$ cat config.mk
export PLATFORM = sky130hd
export DESIGN_NAME = display_page_scheduler
export DESIGN_NICKNAME = d
export VERILOG_FILES = /design/src/rtl/disp_pkg.sv /design/src/rtl/disp_btn_edge.sv /design/src/rtl/display_page_scheduler.sv
export SDC_FILE = /design/constraint.sdc
export NUM_CORES = 1
export LEC_CHECK = 0
export ABC_AREA = 1
export CORE_MARGIN = 1
export CORE_UTILIZATION = 51
export CTS_CLUSTER_DIAMETER = 30
export DETAILED_ROUTE_END_ITERATION = 16
export PLACE_DENSITY = 0.84
export SLEW_MARGIN = 20
export SYNTH_ARGS = -nofsm -noshare
export SYNTH_HDL_FRONTEND = slang
export SYNTH_SLANG_ARGS = --single-unit
$ cat constraint.sdc
create_clock -name clk100M -period 4.2 [get_ports clk100M]
set_input_delay 0.84 -clock clk100M [delete_from_list [all_inputs] [get_ports clk100M]]
set_output_delay 0.84 -clock clk100M [all_outputs]
set_load 0.1 [all_outputs]
$ cat src/rtl/disp_pkg.sv
// Shared definitions for the display page scheduler.
// Contents: FSM state encodings, digit code constants and value/nibble widths.
// Digit code format: bit4 = blank, bits3:0 = hex nibble.
package disp_pkg;

  localparam int unsigned NIBBLE_W = 4;
  localparam int unsigned VALUE_W  = 16;
  localparam int unsigned DIGIT_W  = NIBBLE_W + 1;
  localparam int unsigned NUM_DIG  = VALUE_W / NIBBLE_W;

  localparam logic [DIGIT_W-1:0] DIGIT_BLANK = 5'b10000;

  // Encoding 2'd3 is unused; the FSM steers it back to StAuto.
  typedef enum logic [1:0] {
    StAuto     = 2'd0,
    StHold     = 2'd1,
    StOverride = 2'd2
  } state_e;

  // Visible (non-blank) digit code for one nibble.
  function automatic logic [DIGIT_W-1:0] digit_code(input logic [NIBBLE_W-1:0] nib);
    return {1'b0, nib};
  endfunction

endpackage

$ cat src/rtl/disp_btn_edge.sv
// Registered rising-edge detector for one debounced button level.
// Ports:
//   i_clk  - system clock
//   i_rst  - synchronous active-high reset (clears the previous-level register)
//   i_btn  - debounced button level
//   o_edge - high for the single cycle where i_btn is high and was low last cycle
module disp_btn_edge (
  input  logic i_clk,
  input  logic i_rst,
  input  logic i_btn,
  output logic o_edge
);

  logic r_btn_prev;

  always_ff @(posedge i_clk) begin
    if (i_rst) begin
      r_btn_prev <= 1'b0;
    end else begin
      r_btn_prev <= i_btn;
    end
  end

  assign o_edge = i_btn & ~r_btn_prev;

endmodule

$ cat src/rtl/display_page_scheduler.sv
// Shares the 4-digit seven-segment display between NUM_SRC paged debug sources and one
// priority override requester. Pages advance on a timer (AUTO) or on next_btn (HOLD/AUTO).
// Optional build macro: LEADING_ZERO_BLANK_EN blanks leading zero nibbles (AN0 always shown).
// Ports:
//   clk100M, rst           - clock, synchronous active-high reset
//   src_data, src_valid    - packed 16-bit source values and their valid flags
//   mode_btn, next_btn     - debounced button levels (rising edge acts)
//   ovr_req, ovr_data      - override request level and value (sampled on accept)
//   ovr_ack                - one-cycle pulse when an override is accepted
//   AN3..AN0               - registered digit codes, AN3 = most-significant nibble
//   page, state            - current source index and FSM state encoding
module display_page_scheduler
  import disp_pkg::*;
#(
  parameter int unsigned NUM_SRC    = 4,
  parameter int unsigned PAGE_TICKS = 100000000,
  parameter int unsigned OVR_TICKS  = 50000000,
  parameter int unsigned TICK_W     = 27
) (
  input  logic                         clk100M,
  input  logic                         rst,
  input  logic [NUM_SRC*VALUE_W-1:0]   src_data,
  input  logic [NUM_SRC-1:0]           src_valid,
  input  logic                         mode_btn,
  input  logic                         next_btn,
  input  logic                         ovr_req,
  input  logic [VALUE_W-1:0]           ovr_data,
  output logic                         ovr_ack,
  output logic [DIGIT_W-1:0]           AN3,
  output logic [DIGIT_W-1:0]           AN2,
  output logic [DIGIT_W-1:0]           AN1,
  output logic [DIGIT_W-1:0]           AN0,
  output logic [$clog2(NUM_SRC)-1:0]   page,
  output logic [1:0]                   state
);

  localparam int unsigned PageW = $clog2(NUM_SRC);

  state_e                           r_state, w_state_d;
  state_e                           r_saved, w_saved_d;
  logic [PageW-1:0]                 r_page, w_page_d, w_page_inc;
  logic [TICK_W-1:0]                r_tick, w_tick_d;
  logic [VALUE_W-1:0]               r_ovr_val, w_ovr_val_d;
  logic                             r_ack, w_ack_d;
  logic [NUM_DIG-1:0][DIGIT_W-1:0]  r_an, w_codes;

  logic                             w_mode_edge, w_next_edge, w_accept;
  logic [VALUE_W-1:0]               w_src [NUM_SRC];
  logic [NUM_DIG-1:0][NIBBLE_W-1:0] w_val;
  logic                             w_disp_on;
`ifdef LEADING_ZERO_BLANK_EN
  logic                             w_lead;
`endif

  disp_btn_edge u_mode_edge (
    .i_clk  (clk100M),
    .i_rst  (rst),
    .i_btn  (mode_btn),
    .o_edge (w_mode_edge)
  );

  disp_btn_edge u_next_edge (
    .i_clk  (clk100M),
    .i_rst  (rst),
    .i_btn  (next_btn),
    .o_edge (w_next_edge)
  );

  for (genvar g = 0; g < NUM_SRC; g++) begin : g_src
    assign w_src[g] = src_data[g*VALUE_W +: VALUE_W];
  end

  assign w_page_inc = r_page + PageW'(1);
  assign w_accept   = ovr_req && ((r_state == StAuto) || (r_state == StHold));

  // Next-state logic. Override acceptance wins over any button edge in the same cycle.
  always_comb begin
    w_state_d   = r_state;
    w_saved_d   = r_saved;
    w_page_d    = r_page;
    w_tick_d    = r_tick;
    w_ovr_val_d = r_ovr_val;
    w_ack_d     = 1'b0;
    if (w_accept) begin
      w_saved_d   = r_state;
      w_ovr_val_d = ovr_data;
      w_tick_d    = '0;
      w_state_d   = StOverride;
      w_ack_d     = 1'b1;
    end else begin
      case (r_state)
        StAuto: begin
          if (w_next_edge) begin
            w_page_d = w_page_inc;
            w_tick_d = '0;
          end else if (!w_mode_edge) begin
            if (r_tick == TICK_W'(PAGE_TICKS - 1)) begin
              w_tick_d = '0;
              w_page_d = w_page_inc;
            end else begin
              w_tick_d = r_tick + TICK_W'(1);
            end
          end
          // Leaving for HOLD freezes the tick where it stands.
          if (w_mode_edge) begin
            w_state_d = StHold;
          end
        end
        StHold: begin
          if (w_next_edge) begin
            w_page_d = w_page_inc;
          end
          if (w_mode_edge) begin
            w_state_d = StAuto;
            w_tick_d  = '0;
          end
        end
        StOverride: begin
          if (r_tick == TICK_W'(OVR_TICKS - 1)) begin
            w_tick_d  = '0;
            w_state_d = r_saved;
          end else begin
            w_tick_d = r_tick + TICK_W'(1);
          end
        end
        default: begin
          w_state_d = StAuto;
          w_tick_d  = '0;
        end
      endcase
    end
  end

  // Digit codes for the value currently selected for display.
  always_comb begin
    w_codes   = {NUM_DIG{DIGIT_BLANK}};
    w_disp_on = (r_state == StOverride) || src_valid[r_page];
    w_val     = (r_state == StOverride) ? r_ovr_val : w_src[r_page];
`ifdef LEADING_ZERO_BLANK_EN
    w_lead    = 1'b1;
`endif
    if (w_disp_on) begin
      for (int i = 0; i < NUM_DIG; i++) begin
        w_codes[i] = digit_code(w_val[i]);
      end
`ifdef LEADING_ZERO_BLANK_EN
      // Blank from the top digit down until the first non-zero nibble; digit 0 never blanks.
      for (int i = NUM_DIG - 1; i >= 1; i--) begin
        if (w_lead && (w_val[i] == '0)) begin
          w_codes[i] = DIGIT_BLANK;
        end else begin
          w_lead = 1'b0;
        end
      end
`endif
    end
  end

  always_ff @(posedge clk100M) begin
    if (rst) begin
      r_state   <= StAuto;
      r_saved   <= StAuto;
      r_page    <= '0;
      r_tick    <= '0;
      r_ovr_val <= '0;
      r_ack     <= 1'b0;
      r_an      <= {NUM_DIG{DIGIT_BLANK}};
    end else begin
      r_state   <= w_state_d;
      r_saved   <= w_saved_d;
      r_page    <= w_page_d;
      r_tick    <= w_tick_d;
      r_ovr_val <= w_ovr_val_d;
      r_ack     <= w_ack_d;
      r_an      <= w_codes;
    end
  end

  assign ovr_ack = r_ack;
  assign AN3     = r_an[3];
  assign AN2     = r_an[2];
  assign AN1     = r_an[1];
  assign AN0     = r_an[0];
  assign page    = r_page;
  assign state   = r_state;

endmodule
final_clocks.png
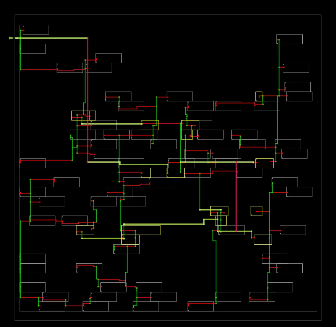
Layout Skew: 0.01349 ns
TritonCTS Buffers: 9
Flop Count: 69
total clock sinks: 69
final-layout clock buffer total: 9

registers.png
Scale: 4 px per um. Other sequential cells in the stronger grey, the rest of the logic in the fainter grey.
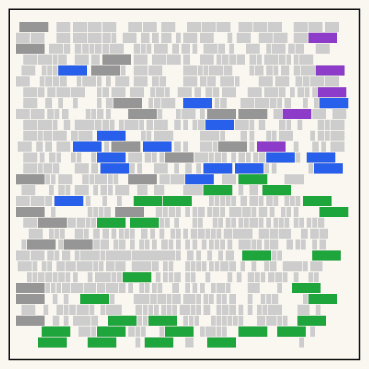
colour	name in the netlist	flops
blue	`r_ovr_val`	16
purple	`AN0`	5
green	`r_tick`	27
not coloured	21
register area: 1381 sq um
seq pwr: 703 uW

gate_families.png
Scale: 6 px per um.
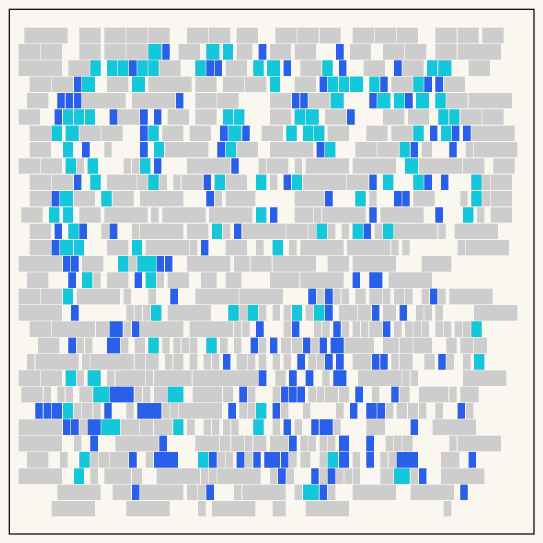
colour	family	cells	where
blue	NOR gates	151	all over the die
cyan	inverting AOI/OAI gates	108	all over the die
Cell Count, Final, Fillers Out: 783
combinational share of cell area: 39.20%
most numerous logic cell after layout: nor2_1

port_nets.png
Scale: 4 px per um.
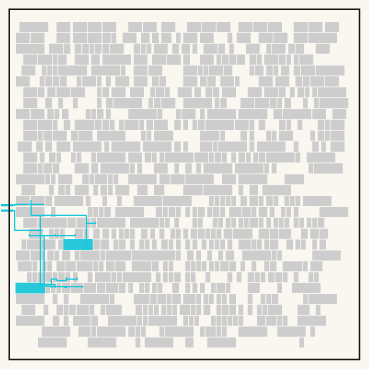
colour	port	bits	direction	end cells	buffers	wire
cyan	`state`	2	output	2	2	118 um
port buffer count: 113
I/O pins: 114

==> CHANGELOG.md <==
## Flow update

- Ant diodes: 0
- Hold Fails Final Rpt: 0
- DR WL/cell: 13.71 um
- Flop share of the area: 27.34%
- Worst path depth: 1
- Hold Path Depth: 2
- Layout cell share with drive strength beyond 1: 6.114%
- Via/cell ratio: 5.304
- CTS tree: done
- Crit path max fanout: 7
- Max power group: registers
- Clk ins delay skew pair: 0.35 ns
- Number of synthesized register bits: 69
- Cell with the most instances after synthesis: nor2_1
- GRT Total Usage: 29.11%
- Total setup buffers inserted after CTS: 0
- Worst setup EP type: output pin
- Sequential Power Share: 39.9%
- Non-clk buf share: 22.64%
- M1 GR Usage: 37.07%
- Chip height: 87.20 um
- Critical Path Source Type: flip-flop
- Tool warnings: 26
- Met3 WL: 753 um
- Cell Pwr Density: 348.6 nW/um^2
- Logic inverters: 61
- Placed inst area: 4855 sq um
- Vias: 4153
- P_clk: 544 uW
- Post-layout util: 73.15%
- Adder share: 0.3380%
- Outcome: finished, final reports clean
- Gate Area: 1981 sq um
- Largest net degree at the start of global routing: 37
- Reg2Reg Setup Slack: 1.53 ns
- Syn_area_per_cell: 6.394 sq um
- Post-cts resize count: 0
- Hold Crit Start: r_saved[1]
- Synthesized area: 3702 sq um
- CP arrival: 2.05 ns
- Async S/R FF share, synth: 0%
- Post-cts hold-fix buffer tally: 0
- Most instantiated logic cells after routing: nor2_1, nand2_1, clkdlybuf4s50_1, dfxtp_1, o21ai_0
- Fill cell count: 609
- Pleak: 0.001905 uW
- Most common flop cell mapped by yosys: dfxtp_1
- Switching power: 630.1 uW
- Grt met2 use: 47.24%
- Area Overhead vs Synth: 36.47%
- Htree depth: 3
- Count of cell types in the netlist: 38
- Cells after Synth: 579
- RR Startpoint: page[0]
- Post-detail-place hpwl: 7.915 mm
- Top routing layer in use: met4
- GP Congestion: 0.9216
- Crit path largest cell delay: 1.20 ns
- Pre-CTS WS: 1.472 ns
- Hold Slack: 0.4601 ns
- Largest cell class by area: logic gates
- Initial antenna violation count: 0
- Iteration count of the initial detailed-routing pass: 5
- Final total power: 1761 uW
- MUX share of area: 0%
Power and IR drop assume default switching activity.
